===== src/rtl/rc4_stream_xor.sv =====
// rc4_stream_xor: keys an rc4 core, buffers its keystream in a FIFO and XORs it onto a byte stream.
// Define RC4_DROP_EN to discard the first DROP_N keystream bytes after each key load (RC4-drop).
module rc4_stream_xor #(
    parameter int KEY_SIZE   = 8,
    parameter int FIFO_DEPTH = 4,
    parameter int DROP_N     = 256
) (
    input  logic                  clk,
    input  logic                  rst_n,
    input  logic                  start,
    input  logic [8*KEY_SIZE-1:0] key_flat,
    output logic                  gen_rst,
    output logic [7:0]            gen_key,
    input  logic                  gen_ready,
    input  logic [7:0]            gen_k,
    input  logic                  s_valid,
    output logic                  s_ready,
    input  logic [7:0]            s_data,
    output logic                  m_valid,
    input  logic                  m_ready,
    output logic [7:0]            m_data,
    output logic                  busy,
    output logic                  overflow
);
`ifdef RC4_DROP_EN
    localparam bit DROP_EN = 1'b1;
`else
    localparam bit DROP_EN = 1'b0;
`endif
    localparam int AW = $clog2(FIFO_DEPTH);
    localparam int CW = (KEY_SIZE > 1) ? $clog2(KEY_SIZE) : 1;
    localparam int DW = (DROP_N > 1) ? $clog2(DROP_N) : 1;

    typedef enum logic [2:0] {IDLE, RST, LOAD, DROP, RUN} state_t;
    state_t state;

    logic [8*KEY_SIZE-1:0] key_r;
    logic [CW-1:0]         cnt, nxt;
    logic [DW-1:0]         dcnt;
    logic [7:0]            mem [FIFO_DEPTH];
    logic [AW:0]           wp, rp;
    logic                  empty, full, push, pop, rekey;

    assign nxt     = cnt + 1'b1;
    assign empty   = wp == rp;
    assign full    = (wp[AW] != rp[AW]) && (wp[AW-1:0] == rp[AW-1:0]);
    assign s_ready = (state == RUN) && !empty && (!m_valid || m_ready);
    assign pop     = s_valid && s_ready;
    assign push    = (state == RUN) && gen_ready;
    assign rekey   = (state == RUN) && start;

    always_ff @(posedge clk or negedge rst_n) begin
        if (!rst_n) begin
            state   <= IDLE;
            gen_rst <= 1'b1;
            gen_key <= '0;
            busy    <= 1'b0;
            cnt     <= '0;
            dcnt    <= '0;
            key_r   <= '0;
        end else begin
            case (state)
                IDLE, RUN: if (start) begin
                    state   <= RST;
                    gen_rst <= 1'b1;
                    busy    <= 1'b1;
                    key_r   <= key_flat;
                end
                RST: begin
                    state   <= LOAD;
                    gen_rst <= 1'b0;
                    gen_key <= key_r[7:0];
                    cnt     <= '0;
                end
                LOAD: if (cnt == CW'(KEY_SIZE - 1)) begin
                    gen_key <= '0;
                    dcnt    <= '0;
                    state   <= DROP_EN ? DROP : RUN;
                    busy    <= DROP_EN;
                end else begin
                    gen_key <= key_r[8*nxt +: 8];
                    cnt     <= nxt;
                end
                DROP: if (gen_ready) begin
                    dcnt <= dcnt + 1'b1;
                    if (dcnt == DW'(DROP_N - 1)) begin
                        state <= RUN;
                        busy  <= 1'b0;
                    end
                end
                default: state <= IDLE;
            endcase
        end
    end

    // A push into a full FIFO is only safe when the head is leaving in the same cycle.
    always_ff @(posedge clk) begin
        if (push && !rekey && (!full || pop)) mem[wp[AW-1:0]] <= gen_k;
    end

    always_ff @(posedge clk or negedge rst_n) begin
        if (!rst_n) begin
            wp       <= '0;
            rp       <= '0;
            overflow <= 1'b0;
            m_valid  <= 1'b0;
            m_data   <= '0;
        end else if (rekey) begin
            wp       <= '0;
            rp       <= '0;
            overflow <= 1'b0;
            m_valid  <= 1'b0;
        end else begin
            if (push && (!full || pop)) wp <= wp + 1'b1;
            if (push && full && !pop) overflow <= 1'b1;
            if (pop) begin
                rp      <= rp + 1'b1;
                m_valid <= 1'b1;
                m_data  <= s_data ^ mem[rp[AW-1:0]];
            end else if (m_ready) begin
                m_valid <= 1'b0;
            end
        end
    end
endmodule


===== config.mk =====
export PLATFORM = sky130hd
export DESIGN_NAME = rc4_stream_xor
export DESIGN_NICKNAME = d
export VERILOG_FILES = /design/src/rtl/rc4_stream_xor.sv
export SDC_FILE = /design/constraint.sdc
export NUM_CORES = 1
export LEC_CHECK = 0
export CORE_MARGIN = 2
export CORE_UTILIZATION = 50
export DETAILED_ROUTE_END_ITERATION = 10
export GPL_TIMING_DRIVEN = 0
export PLACE_DENSITY_LB_ADDON = 0.08
export SLEW_MARGIN = 20
export SYNTH_ARGS = -nofsm -noshare
export SYNTH_HDL_FRONTEND = slang
export SYNTH_SLANG_ARGS = --single-unit

===== constraint.sdc =====
create_clock -name clk -period 3.3 [get_ports clk]
set_input_delay 0.495 -clock clk [delete_from_list [all_inputs] [get_ports clk]]
set_output_delay 0.495 -clock clk [all_outputs]
set_load 0.02 [all_outputs]

==> results.ini <==
[setup_path]
timing.rr.end=mem[3][7]
crit_fanout=10
endpoint=s_ready
worstSetupPathType=reg2out
r2r_slack_ns=0.98

[cells_and_area]
final-comb-area_sq_um=2470
fill_cells=901
ff_latch_area_sq_um=3560

[status]
status=completed

[die]
io_pins=107

[clocking]
clock_path_buffers=2
ctsResizeCount=0
cts_max_level=4

[hold_path]
hold_depth=1
min_to=busy

[synth]
synthesis.nets=518
synth_area_sq_um=6190
ff_type=dfrtp_1
top_logic_kind=multiplexers
mux_area_share_pct=22.3

[final_timing]
final-setup-viol-count=0
max_slew_margin_pct=45.3
rsz0062_at_grt=no

[global_routing]
grt_max_degree=68

[placed_design]
port_buffers=105
gp_congestion=0.805

[run]
cap_violations=0

[report_power, final]
| group | leakage [nW] | internal (W) | switching [W] |
|---|---|---|---|
| Combinational | 1.37 | 0.00150 | 0.00133 |
| Clock | 0.275 | 0.00119 | 0.000660 |
| Sequential | 1.54 | 0.00233 | 0.000366 |
[critical path, cell delays in order, from the launching register on]
cell and delay, ns:
dfrtp_1 0.36, buf_2 0.20, nor3b_2 0.37, o31a_1 0.30
and2_1 0.15, clkdlybuf4s50_1 0.59
[cell families after synthesis]
kind of cell | after synthesis
AOI/OAI and AO/OA | 58
xor gates and xnor gates | 17
adders and majority gates | 8
buffers and inverters | 30
DFF | 136
muxes | 99
and+or+nand+nor | 76
[final cells by class]
class	instances	share of cell area, %
multi-input combinational	258	30.7
inverter	8	0.372
timing repair buffer	107	13.5
buffer	22	1.47
tap	168	2.61
clock buffer	21	5.58
clock inverter	11	1.60
sequential	136	44.2
[per-layer routing]
layer  global-route usage (%)  vias up
li1                         -     1839
met1                     25.6     1995
met2                     37.5       87
met3                     6.54        9
met4                     6.51        0
met5                        0        -
[cells in the final DEF, fill, tap and decap left out, types with 2 or more instances in the layout]
| cell | Yosys | final |
|---|---|---|
| clkdlybuf4s50_1 | 0 | 104 |
| dfrtp_1 | 103 | 103 |
| mux2_2 | 73 | 73 |
| edfxtp_1 | 32 | 32 |
| mux4_2 | 24 | 24 |
| nand2_1 | 20 | 20 |
| clkbuf_16 | 0 | 17 |
| nor2_1 | 15 | 15 |
| xor2_1 | 14 | 14 |
| buf_2 | 14 | 14 |
| and2_1 | 11 | 11 |
| a21oi_1 | 11 | 11 |
| o21ai_0 | 11 | 11 |
| a22oi_1 | 9 | 9 |
| inv_1 | 8 | 8 |
| ha_1 | 8 | 8 |
| clkbuf_1 | 4 | 7 |
| a31oi_1 | 7 | 7 |
| nand3_1 | 6 | 6 |
| nand4_1 | 5 | 5 |
| clkinv_1 | 0 | 5 |
| a22o_1 | 4 | 4 |
| o2bb2ai_1 | 4 | 4 |
| or3_1 | 4 | 4 |
| nand2b_1 | 3 | 3 |
| buf_6 | 2 | 3 |
| bufinv_16 | 0 | 3 |
| nor3b_2 | 2 | 2 |
| xnor2_1 | 2 | 2 |
| mux2i_1 | 2 | 2 |
| o311ai_0 | 2 | 2 |
| or2_2 | 2 | 2 |
| clkinvlp_4 | 0 | 2 |
[registers in the layout, indices dropped and copies added, names as in the netlist]
| name | flops |
|---|---|
| key_r | 64 |
| mem | 32 |
| dcnt | 8 |
| gen_key | 8 |
| m_data | 8 |
| cnt | 3 |
| rp | 3 |
| state | 3 |
| wp | 3 |
| busy | 1 |
| gen_rst | 1 |
| m_valid | 1 |
| overflow | 1 |
[metrics by stage]
stage               hold slack [ns]  setup slack (ns)  instances  setup TNS (ns)  power (W)
floorplan                     0.199              1.38        424               0    0.00468
global placement              0.476             -2.32        697         -239.42    0.00547
detailed placement            0.434             0.510        698               0    0.00558
CTS                           0.496             0.423        731               0    0.00746
global route                  0.510             0.195        731               0    0.00783
finish                        0.496             0.418        731               0    0.00738
pins.png
The bar under the picture is 20 microns long. Pins as bars across the die edge, other pins in grey.
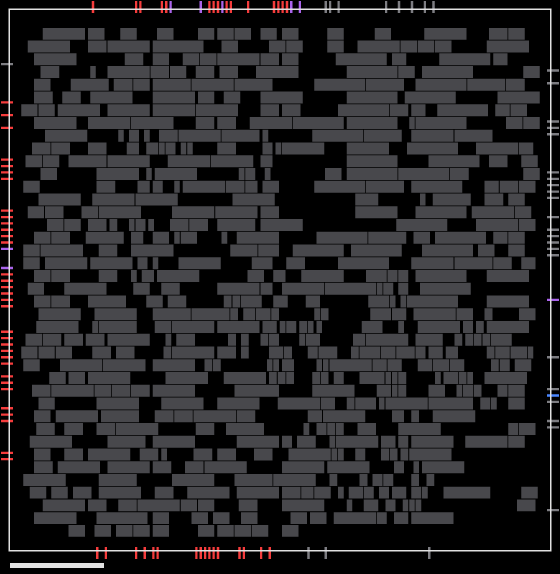
legend:
  red:
    port: key_flat
    pins: 64
    direction: input
    edge: 33 west, 16 south, 15 north
  purple:
    port: gen_key
    pins: 8
    direction: output
    edge: 5 north, 2 west, 1 east
  blue:
    port: s_valid
    pins: 1
    direction: input
    edge: east
all pins by edge: 36 west, 28 north, 24 east, 19 south

zoom.png
The bar under the picture is 20 microns long. Region (33, 56) to (83, 106) microns. Cells in grey, sequential cells in the stronger grey; small squares are vias.
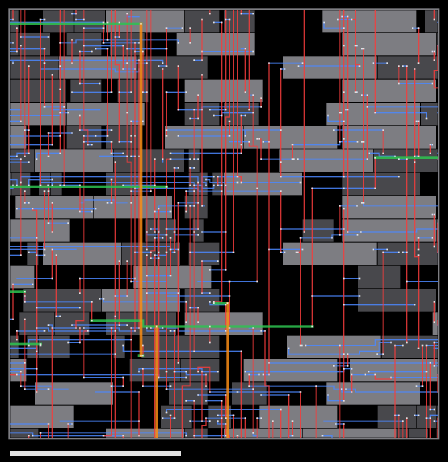
legend:
  blue:
    layer: met1
  orange:
    layer: met4
  red:
    layer: met2
  green:
    layer: met3
most frequent: dfrtp_1 (19), edfxtp_1 (15), mux2_2 (13)
cells with their middle in the window: 92
netlist names of flops here include: mem (15), key_r (14), gen_key (5)
sequential cells in the window: 34

final_clocks.png
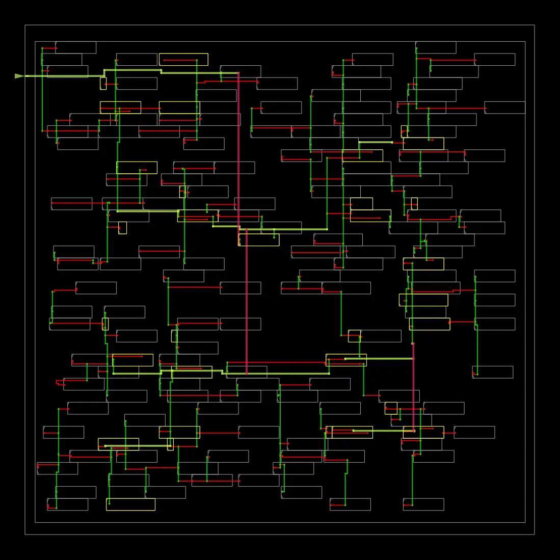
Clock buffer cells: 21
CTS buffer count: 17
clock sink total: 136
skew final: 0.00598 ns

met1.png
The bar under the picture is 20 microns long.
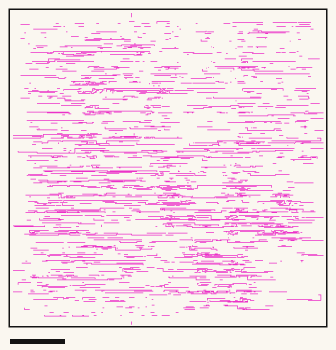
wire length on this layer: 5,440 microns
main direction: horizontal
nets with wire on the layer: 575
longest straight run: 35.0 microns
M1 GR Usage: 25.6%
final wirelength: 13,000 microns
via count: 3,930

registers.png
The bar under the picture is 20 microns long. Other sequential cells in the stronger grey, the rest of the logic in the fainter grey.
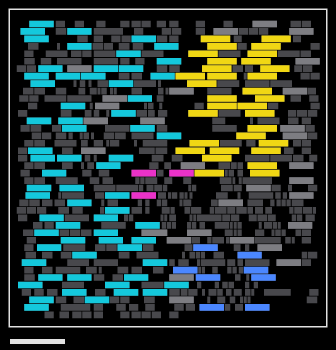
legend:
  blue:
    netlist_name: dcnt
    sequential_cells: 8
  yellow:
    netlist_name: mem
    sequential_cells: 32
  cyan:
    netlist_name: key_r
    sequential_cells: 64
  magenta:
    netlist_name: cnt
    sequential_cells: 3
final core occ: 66.9%
Seq/total area: 44.2%

No activity file was given, so power comes from the tool's default toggle rates.
